### src/rtl/acc_ctrl_fsm_if.sv
// ---------------------------------------------------------------------------
// acc_ctrl_fsm_if
// Bundles the control unit's connection to the accumulator datapath.
//   Opcode, AccZero, MemReady        : datapath/memory -> controller
//   SrcA/SrcB/ALUOP/MemAddrSrc       : datapath source and operation selects
//   MemReq/MemWrite                  : memory handshake (held until MemReady)
//   IRWrite..SPWrite                 : register load strobes
//   Halted/IllegalOp/BusError/State  : status and debug
// Modport master is the controller side, slave is the datapath side.
// ---------------------------------------------------------------------------
interface acc_ctrl_fsm_if;
    logic [3:0] Opcode;
    logic       AccZero;
    logic       MemReady;
    logic [2:0] SrcA;
    logic [3:0] SrcB;
    logic [2:0] ALUOP;
    logic [1:0] MemAddrSrc;
    logic       MemReq;
    logic       MemWrite;
    logic       IRWrite;
    logic       MDRWrite;
    logic       PCWrite;
    logic       ACCWrite;
    logic       SPWrite;
    logic       Halted;
    logic       IllegalOp;
    logic       BusError;
    logic [3:0] State;

    modport master (
        input  Opcode, AccZero, MemReady,
        output SrcA, SrcB, ALUOP, MemAddrSrc, MemReq, MemWrite,
               IRWrite, MDRWrite, PCWrite, ACCWrite, SPWrite,
               Halted, IllegalOp, BusError, State
    );

    modport slave (
        output Opcode, AccZero, MemReady,
        input  SrcA, SrcB, ALUOP, MemAddrSrc, MemReq, MemWrite,
               IRWrite, MDRWrite, PCWrite, ACCWrite, SPWrite,
               Halted, IllegalOp, BusError, State
    );
endinterface

### src/rtl/acc_ctrl_fsm.sv
// ---------------------------------------------------------------------------
// acc_ctrl_fsm
// Multicycle control unit for the 16-bit accumulator datapath. Steps through
// fetch / decode / execute / writeback and drives the ALU selects, memory
// handshake and register load strobes.
// Ports:
//   CLK  - rising-edge clock
//   RST  - asynchronous active-high reset
//   bus  - acc_ctrl_fsm_if.master (opcode, flags, selects, strobes, status)
// Parameters:
//   MAX_WAIT - memory wait cycles tolerated before a bus error (1..255)
//   PC_INC   - byte increment the datapath applies for SrcB=4
// ---------------------------------------------------------------------------
module acc_ctrl_fsm #(
    parameter int unsigned MAX_WAIT = 15,
    parameter int unsigned PC_INC   = 2
) (
    input  logic           CLK,
    input  logic           RST,
    acc_ctrl_fsm_if.master bus
);

    typedef enum logic [3:0] {
        S_INIT   = 4'd0,
        S_FETCH  = 4'd1,
        S_DECODE = 4'd2,
        S_MEMRD  = 4'd3,
        S_ALU    = 4'd4,
        S_MEMWR  = 4'd5,
        S_BRANCH = 4'd6,
        S_JUMP   = 4'd7,
        S_SPDEC  = 4'd8,
        S_PUSHWR = 4'd9,
        S_POPRD  = 4'd10,
        S_POPINC = 4'd11,
        S_POPWB  = 4'd12,
        S_HALT   = 4'd13,
        S_ERROR  = 4'd14
    } state_t;

    // Select encodings
    localparam logic [2:0] SRCA_PC  = 3'd0;
    localparam logic [2:0] SRCA_ACC = 3'd1;
    localparam logic [2:0] SRCA_SP  = 3'd2;
    localparam logic [3:0] SRCB_MDR = 4'd0;
    localparam logic [3:0] SRCB_SE  = 4'd1;
    localparam logic [3:0] SRCB_ZE  = 4'd2;
    localparam logic [3:0] SRCB_SL1 = 4'd3;
    localparam logic [3:0] SRCB_C0  = 4'd5;
    // A zero increment is the same operand as the constant-zero source.
    localparam logic [3:0] SRCB_INC = (PC_INC != 0) ? 4'd4 : SRCB_C0;
    localparam logic [2:0] OP_ADD   = 3'd0;
    localparam logic [2:0] OP_SUB   = 3'd1;
    localparam logic [2:0] OP_AND   = 3'd2;
    localparam logic [2:0] OP_OR    = 3'd3;
    localparam logic [2:0] OP_PASSB = 3'd4;
    localparam logic [1:0] MA_PC    = 2'd0;
    localparam logic [1:0] MA_ZE    = 2'd1;
    localparam logic [1:0] MA_SP    = 2'd2;

    localparam logic [8:0] WAIT_LIMIT = 9'(MAX_WAIT);

    state_t     state_q, state_d;
    logic [7:0] wait_q, wait_d;
    logic [3:0] opcode_q, opcode_d;
    logic       illegal_q, illegal_d;
    logic       bus_err_q, bus_err_d;
    logic       mem_state;

    // -----------------------------------------------------------------------
    // State register
    // -----------------------------------------------------------------------
    always_ff @(posedge CLK or posedge RST) begin
        if (RST) begin
            state_q   <= S_INIT;
            wait_q    <= '0;
            opcode_q  <= '0;
            illegal_q <= 1'b0;
            bus_err_q <= 1'b0;
        end else begin
            state_q   <= state_d;
            wait_q    <= wait_d;
            opcode_q  <= opcode_d;
            illegal_q <= illegal_d;
            bus_err_q <= bus_err_d;
        end
    end

    assign mem_state = (state_q == S_FETCH) || (state_q == S_MEMRD) ||
                       (state_q == S_MEMWR) || (state_q == S_PUSHWR) ||
                       (state_q == S_POPRD);

    // -----------------------------------------------------------------------
    // Next state, opcode latch, wait counter, sticky flags
    // -----------------------------------------------------------------------
    always_comb begin
        state_d   = state_q;
        wait_d    = wait_q;
        opcode_d  = opcode_q;
        illegal_d = illegal_q;
        bus_err_d = bus_err_q;

        case (state_q)
            S_INIT:   state_d = S_FETCH;
            S_FETCH:  if (bus.MemReady) state_d = S_DECODE;
            S_DECODE: begin
                // Later states only look at the latched copy, so the
                // Opcode input may change freely once decode is done.
                opcode_d = bus.Opcode;
                case (bus.Opcode)
                    4'h0, 4'h1, 4'h2, 4'h3, 4'h5: state_d = S_MEMRD;
                    4'h4: state_d = S_ALU;
                    4'h6: state_d = S_MEMWR;
                    4'h7, 4'h8: state_d = S_BRANCH;
                    4'h9: state_d = S_JUMP;
                    4'hA: state_d = S_SPDEC;
                    4'hB: state_d = S_POPRD;
                    4'hF: state_d = S_HALT;
                    default: begin
                        state_d   = S_ERROR;
                        illegal_d = 1'b1;
                    end
                endcase
            end
            S_MEMRD:  if (bus.MemReady) state_d = S_ALU;
            S_ALU:    state_d = S_FETCH;
            S_MEMWR:  if (bus.MemReady) state_d = S_FETCH;
            S_BRANCH: state_d = S_FETCH;
            S_JUMP:   state_d = S_FETCH;
            S_SPDEC:  state_d = S_PUSHWR;
            S_PUSHWR: if (bus.MemReady) state_d = S_FETCH;
            S_POPRD:  if (bus.MemReady) state_d = S_POPINC;
            S_POPINC: state_d = S_POPWB;
            S_POPWB:  state_d = S_FETCH;
            S_HALT:   state_d = S_HALT;
            S_ERROR:  state_d = S_ERROR;
            default:  state_d = S_ERROR;
        endcase

        // Counts stalled memory cycles. Any cycle that is not a stall
        // clears it, so every memory state starts from zero. A MemReady on
        // the limit cycle takes the normal path above.
        if (mem_state && !bus.MemReady) begin
            if (({1'b0, wait_q} + 9'd1) == WAIT_LIMIT) begin
                state_d   = S_ERROR;
                bus_err_d = 1'b1;
                wait_d    = '0;
            end else begin
                wait_d = wait_q + 8'd1;
            end
        end else begin
            wait_d = '0;
        end
    end

    // -----------------------------------------------------------------------
    // Moore output decode; load strobes of memory states wait for MemReady
    // -----------------------------------------------------------------------
    always_comb begin
        bus.SrcA       = SRCA_PC;
        bus.SrcB       = SRCB_MDR;
        bus.ALUOP      = OP_ADD;
        bus.MemAddrSrc = MA_PC;
        bus.MemReq     = 1'b0;
        bus.MemWrite   = 1'b0;
        bus.IRWrite    = 1'b0;
        bus.MDRWrite   = 1'b0;
        bus.PCWrite    = 1'b0;
        bus.ACCWrite   = 1'b0;
        bus.SPWrite    = 1'b0;
        bus.Halted     = 1'b0;

        case (state_q)
            S_FETCH: begin
                bus.MemReq     = 1'b1;
                bus.MemAddrSrc = MA_PC;
                bus.SrcA       = SRCA_PC;
                bus.SrcB       = SRCB_INC;
                bus.ALUOP      = OP_ADD;
                bus.IRWrite    = bus.MemReady;
                bus.PCWrite    = bus.MemReady;
            end
            S_MEMRD: begin
                bus.MemReq     = 1'b1;
                bus.MemAddrSrc = MA_ZE;
                bus.MDRWrite   = bus.MemReady;
            end
            S_ALU: begin
                bus.SrcA     = SRCA_ACC;
                bus.ACCWrite = 1'b1;
                bus.SrcB     = (opcode_q == 4'h4) ? SRCB_SE : SRCB_MDR;
                case (opcode_q)
                    4'h1:    bus.ALUOP = OP_SUB;
                    4'h2:    bus.ALUOP = OP_AND;
                    4'h3:    bus.ALUOP = OP_OR;
                    4'h5:    bus.ALUOP = OP_PASSB;
                    default: bus.ALUOP = OP_ADD;
                endcase
            end
            S_MEMWR: begin
                bus.MemReq     = 1'b1;
                bus.MemWrite   = 1'b1;
                bus.MemAddrSrc = MA_ZE;
            end
            S_BRANCH: begin
                bus.SrcA    = SRCA_PC;
                bus.SrcB    = SRCB_SL1;
                bus.ALUOP   = OP_ADD;
                bus.PCWrite = (opcode_q == 4'h7) ? bus.AccZero : !bus.AccZero;
            end
            S_JUMP: begin
                bus.SrcB    = SRCB_ZE;
                bus.ALUOP   = OP_PASSB;
                bus.PCWrite = 1'b1;
            end
            S_SPDEC: begin
                bus.SrcA    = SRCA_SP;
                bus.SrcB    = SRCB_INC;
                bus.ALUOP   = OP_SUB;
                bus.SPWrite = 1'b1;
            end
            S_PUSHWR: begin
                bus.MemReq     = 1'b1;
                bus.MemWrite   = 1'b1;
                bus.MemAddrSrc = MA_SP;
            end
            S_POPRD: begin
                bus.MemReq     = 1'b1;
                bus.MemAddrSrc = MA_SP;
                bus.MDRWrite   = bus.MemReady;
            end
            S_POPINC: begin
                bus.SrcA    = SRCA_SP;
                bus.SrcB    = SRCB_INC;
                bus.ALUOP   = OP_ADD;
                bus.SPWrite = 1'b1;
            end
            S_POPWB: begin
                bus.SrcB     = SRCB_MDR;
                bus.ALUOP    = OP_PASSB;
                bus.ACCWrite = 1'b1;
            end
            S_HALT:  bus.Halted = 1'b1;
            S_ERROR: bus.Halted = 1'b1;
            default: ;
        endcase
    end

    assign bus.IllegalOp = illegal_q;
    assign bus.BusError  = bus_err_q;
    assign bus.State     = state_q;

endmodule

### src/flat_wrapper.sv
// flat-port wrapper written by rule: the top's interface ports become plain ports
module acc_ctrl_fsm_flat 
#(
    parameter int unsigned MAX_WAIT = 15,
    parameter int unsigned PC_INC   = 2
)
  (CLK, RST, bus_Opcode, bus_AccZero, bus_MemReady, bus_SrcA, bus_SrcB, bus_ALUOP, bus_MemAddrSrc, bus_MemReq, bus_MemWrite, bus_IRWrite, bus_MDRWrite, bus_PCWrite, bus_ACCWrite, bus_SPWrite, bus_Halted, bus_IllegalOp, bus_BusError, bus_State);
  acc_ctrl_fsm_if bus_i ();
  input  logic CLK;
  input  logic RST;
  input wire logic [$bits(bus_i.Opcode)-1:0] bus_Opcode;
  input wire logic [$bits(bus_i.AccZero)-1:0] bus_AccZero;
  input wire logic [$bits(bus_i.MemReady)-1:0] bus_MemReady;
  output wire logic [$bits(bus_i.SrcA)-1:0] bus_SrcA;
  output wire logic [$bits(bus_i.SrcB)-1:0] bus_SrcB;
  output wire logic [$bits(bus_i.ALUOP)-1:0] bus_ALUOP;
  output wire logic [$bits(bus_i.MemAddrSrc)-1:0] bus_MemAddrSrc;
  output wire logic [$bits(bus_i.MemReq)-1:0] bus_MemReq;
  output wire logic [$bits(bus_i.MemWrite)-1:0] bus_MemWrite;
  output wire logic [$bits(bus_i.IRWrite)-1:0] bus_IRWrite;
  output wire logic [$bits(bus_i.MDRWrite)-1:0] bus_MDRWrite;
  output wire logic [$bits(bus_i.PCWrite)-1:0] bus_PCWrite;
  output wire logic [$bits(bus_i.ACCWrite)-1:0] bus_ACCWrite;
  output wire logic [$bits(bus_i.SPWrite)-1:0] bus_SPWrite;
  output wire logic [$bits(bus_i.Halted)-1:0] bus_Halted;
  output wire logic [$bits(bus_i.IllegalOp)-1:0] bus_IllegalOp;
  output wire logic [$bits(bus_i.BusError)-1:0] bus_BusError;
  output wire logic [$bits(bus_i.State)-1:0] bus_State;
  assign bus_i.Opcode = bus_Opcode;
  assign bus_i.AccZero = bus_AccZero;
  assign bus_i.MemReady = bus_MemReady;
  assign bus_SrcA = bus_i.SrcA;
  assign bus_SrcB = bus_i.SrcB;
  assign bus_ALUOP = bus_i.ALUOP;
  assign bus_MemAddrSrc = bus_i.MemAddrSrc;
  assign bus_MemReq = bus_i.MemReq;
  assign bus_MemWrite = bus_i.MemWrite;
  assign bus_IRWrite = bus_i.IRWrite;
  assign bus_MDRWrite = bus_i.MDRWrite;
  assign bus_PCWrite = bus_i.PCWrite;
  assign bus_ACCWrite = bus_i.ACCWrite;
  assign bus_SPWrite = bus_i.SPWrite;
  assign bus_Halted = bus_i.Halted;
  assign bus_IllegalOp = bus_i.IllegalOp;
  assign bus_BusError = bus_i.BusError;
  assign bus_State = bus_i.State;
  acc_ctrl_fsm #(.MAX_WAIT(MAX_WAIT), .PC_INC(PC_INC)) u_core (.CLK(CLK), .RST(RST), .bus(bus_i));
endmodule
### config.mk
export PLATFORM = sky130hd
export DESIGN_NAME = acc_ctrl_fsm_flat
export DESIGN_NICKNAME = d
export VERILOG_FILES = /design/src/rtl/acc_ctrl_fsm_if.sv /design/src/rtl/acc_ctrl_fsm.sv /design/src/flat_wrapper.sv
export SDC_FILE = /design/constraint.sdc
export NUM_CORES = 1
export LEC_CHECK = 0
export CAP_MARGIN = 10
export CORE_UTILIZATION = 52
export DETAILED_ROUTE_END_ITERATION = 10
export MAX_ROUTING_LAYER = met4
export PLACE_DENSITY = 0.95
export SKIP_LAST_GASP = 1
export SLEW_MARGIN = 25
export SYNTH_ARGS = -nofsm -noshare
export SYNTH_HDL_FRONTEND = slang
export SYNTH_SLANG_ARGS = --single-unit
### constraint.sdc
create_clock -name CLK -period 4.05 [get_ports CLK]
set_input_delay 0.405 -clock CLK [delete_from_list [all_inputs] [get_ports CLK]]
set_output_delay 0.405 -clock CLK [all_outputs]
set_load 0.01 [all_outputs]
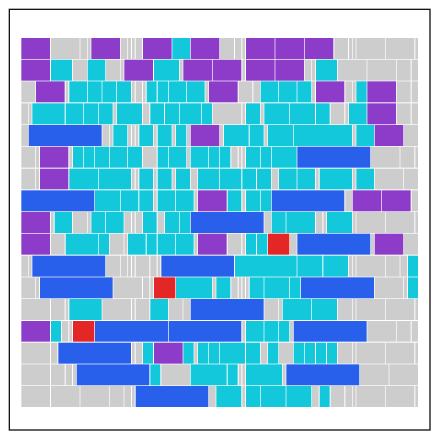
*Placed cells, one color a class*
Scale: 8 px per um. Fill, decap, tap and diode cells in gray.
Key: cyan = all other logic [cells 129]; blue = flops [cells 18]; red = cells driving clock nets [cells 3]; purple = other buffers and delay cells [cells 31]
post-layout instance area: 0.001630 mm^2
core box area: 0.002297 mm^2
Rows: 17
fraction of area in registers: 0.2763

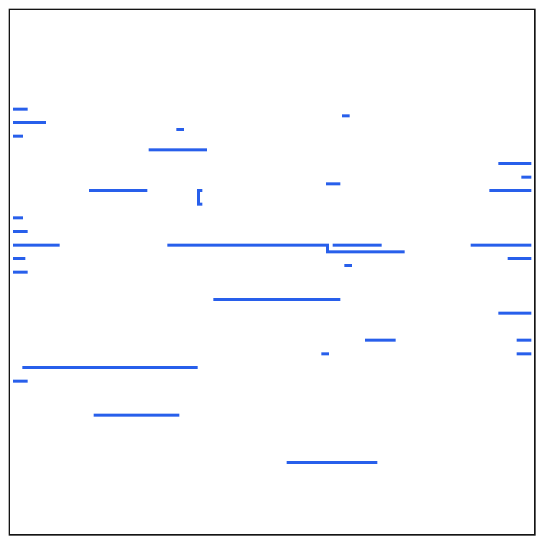
*The metal 3 layer*
Scale: 10 px per um.
The layer holds 4.4% of the routed length. The layer carries 128 um of wire.
WL final: 2897 um
Via Count: 1,194
met3 Use GR: 0.04348

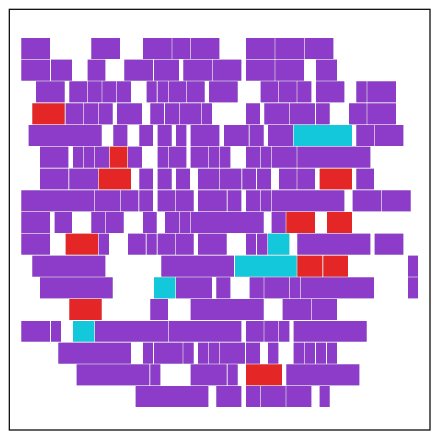
*Drive-strength map*
Scale: 8 px per um.
Key: purple = drive 1 or less [cells 165, share 91%]; red = drive 2 [cells 11, share 6.1%]; cyan = drive 3 to 4 [cells 5, share 2.8%]
final setup margin: 1371 ps
area delta synth->final: 23.39%

==> results.json <==
{
  "outcome": "completed",
  "whs_ps": 477.0,
  "largest_reg_flops": 8,
  "cp.arrival_ps": 2270,
  "netlist-cell-type-count": 43,
  "cp.required_ps": 3640,
  "rrSetupSlack_ps": 2010,
  "cts_tree": "built",
  "met3RoutedLength_um": 128,
  "stdcell_count": 209,
  "post_dp_cell_area_mm2": 0.001608,
  "placed_cells": 206,
  "die_w_um": 52.41,
  "hold_end": "u_core.bus.IllegalOp",
  "slew_violations": 0,
  "portBuffers": 31,
  "cp_max_fo": 14,
  "flops": 18,
  "reg2reg_depth": 3,
  "cts_resized": 0,
  "power_density_mw_per_mm2": 573.6,
  "highest_layer": "met4",
  "worstSetupStartpoint": "u_core.bus.State[3]",
  "comb_area_um2": 793.3,
  "initCoreUtil": 0.5752,
  "hpwlAfterDp_um": 2256,
  "setup_tns_ps": 0,
  "cp.buffers_inverters": 2,
  "clockBufferDepth": 2,
  "sh_comb_area": 0.4866,
  "hold_start": "u_core.bus.IllegalOp",
  "postCtsHoldBufs": 0,
  "endpoint": "bus_ALUOP[1]",
  "utilization": 0.7097
}
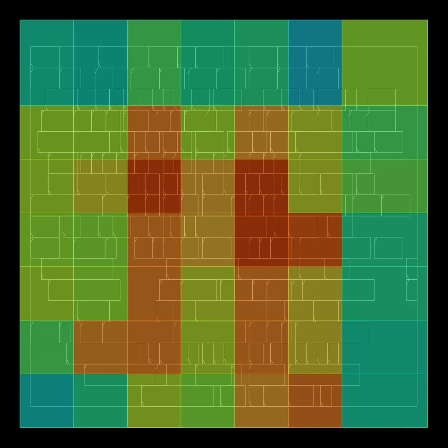
*Congestion heat map*
total track usage: 0.2441
grt peak-use layer: met2
met1 Use GR: 0.2958
met2 GRT Util: 0.4156
wire per inst: 13.86 um

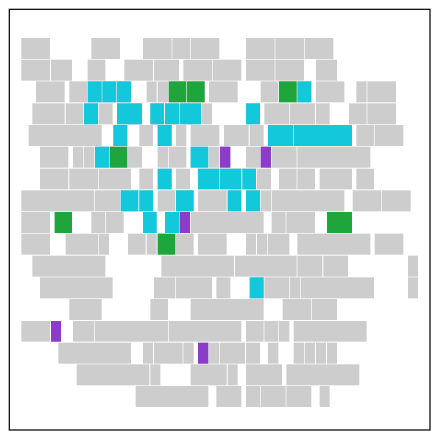
*Gate-type map*
Scale: 8 px per um.
Key: green = AND and OR gates [cells 7, most used and3_1]; purple = inverters [cells 5, most used inv_1, where middle]; cyan = inverting AOI/OAI gates [cells 28, most used a21oi_1]

==> power by group <==
group | switching [uW] | internal [uW] | leakage, uW
Combinational | 237 | 276 | 0.000385
Clock | 50.2 | 34.6 | 0.0000138
Sequential | 111 | 227 | 0.000234
==> logic make-up after synthesis <==
group / count (synthesis) / synth area share
flops: 18 / 0.3409
xor+xnor: 12 / 0.07954
simple gates: 72 / 0.3002
fa+ha+maj: 3 / 0.02746
compound gates: 30 / 0.1458
mux: 5 / 0.04166
other cells: 1 / 0.002838
buf+inv: 16 / 0.06155
==> cells in the final DEF, fill, tap and decap left out, types with 7 or more instances in the layout <==
cell	count
a21oi_1	12
xnor2_1	8
nor3_1	9
nor2_1	18
dfrtp_1	18
nand2_1	9
nand2b_1	10
clkdlybuf4s50_1	31
o21ai_0	7
No activity file was given, so power comes from the tool's default toggle rates.
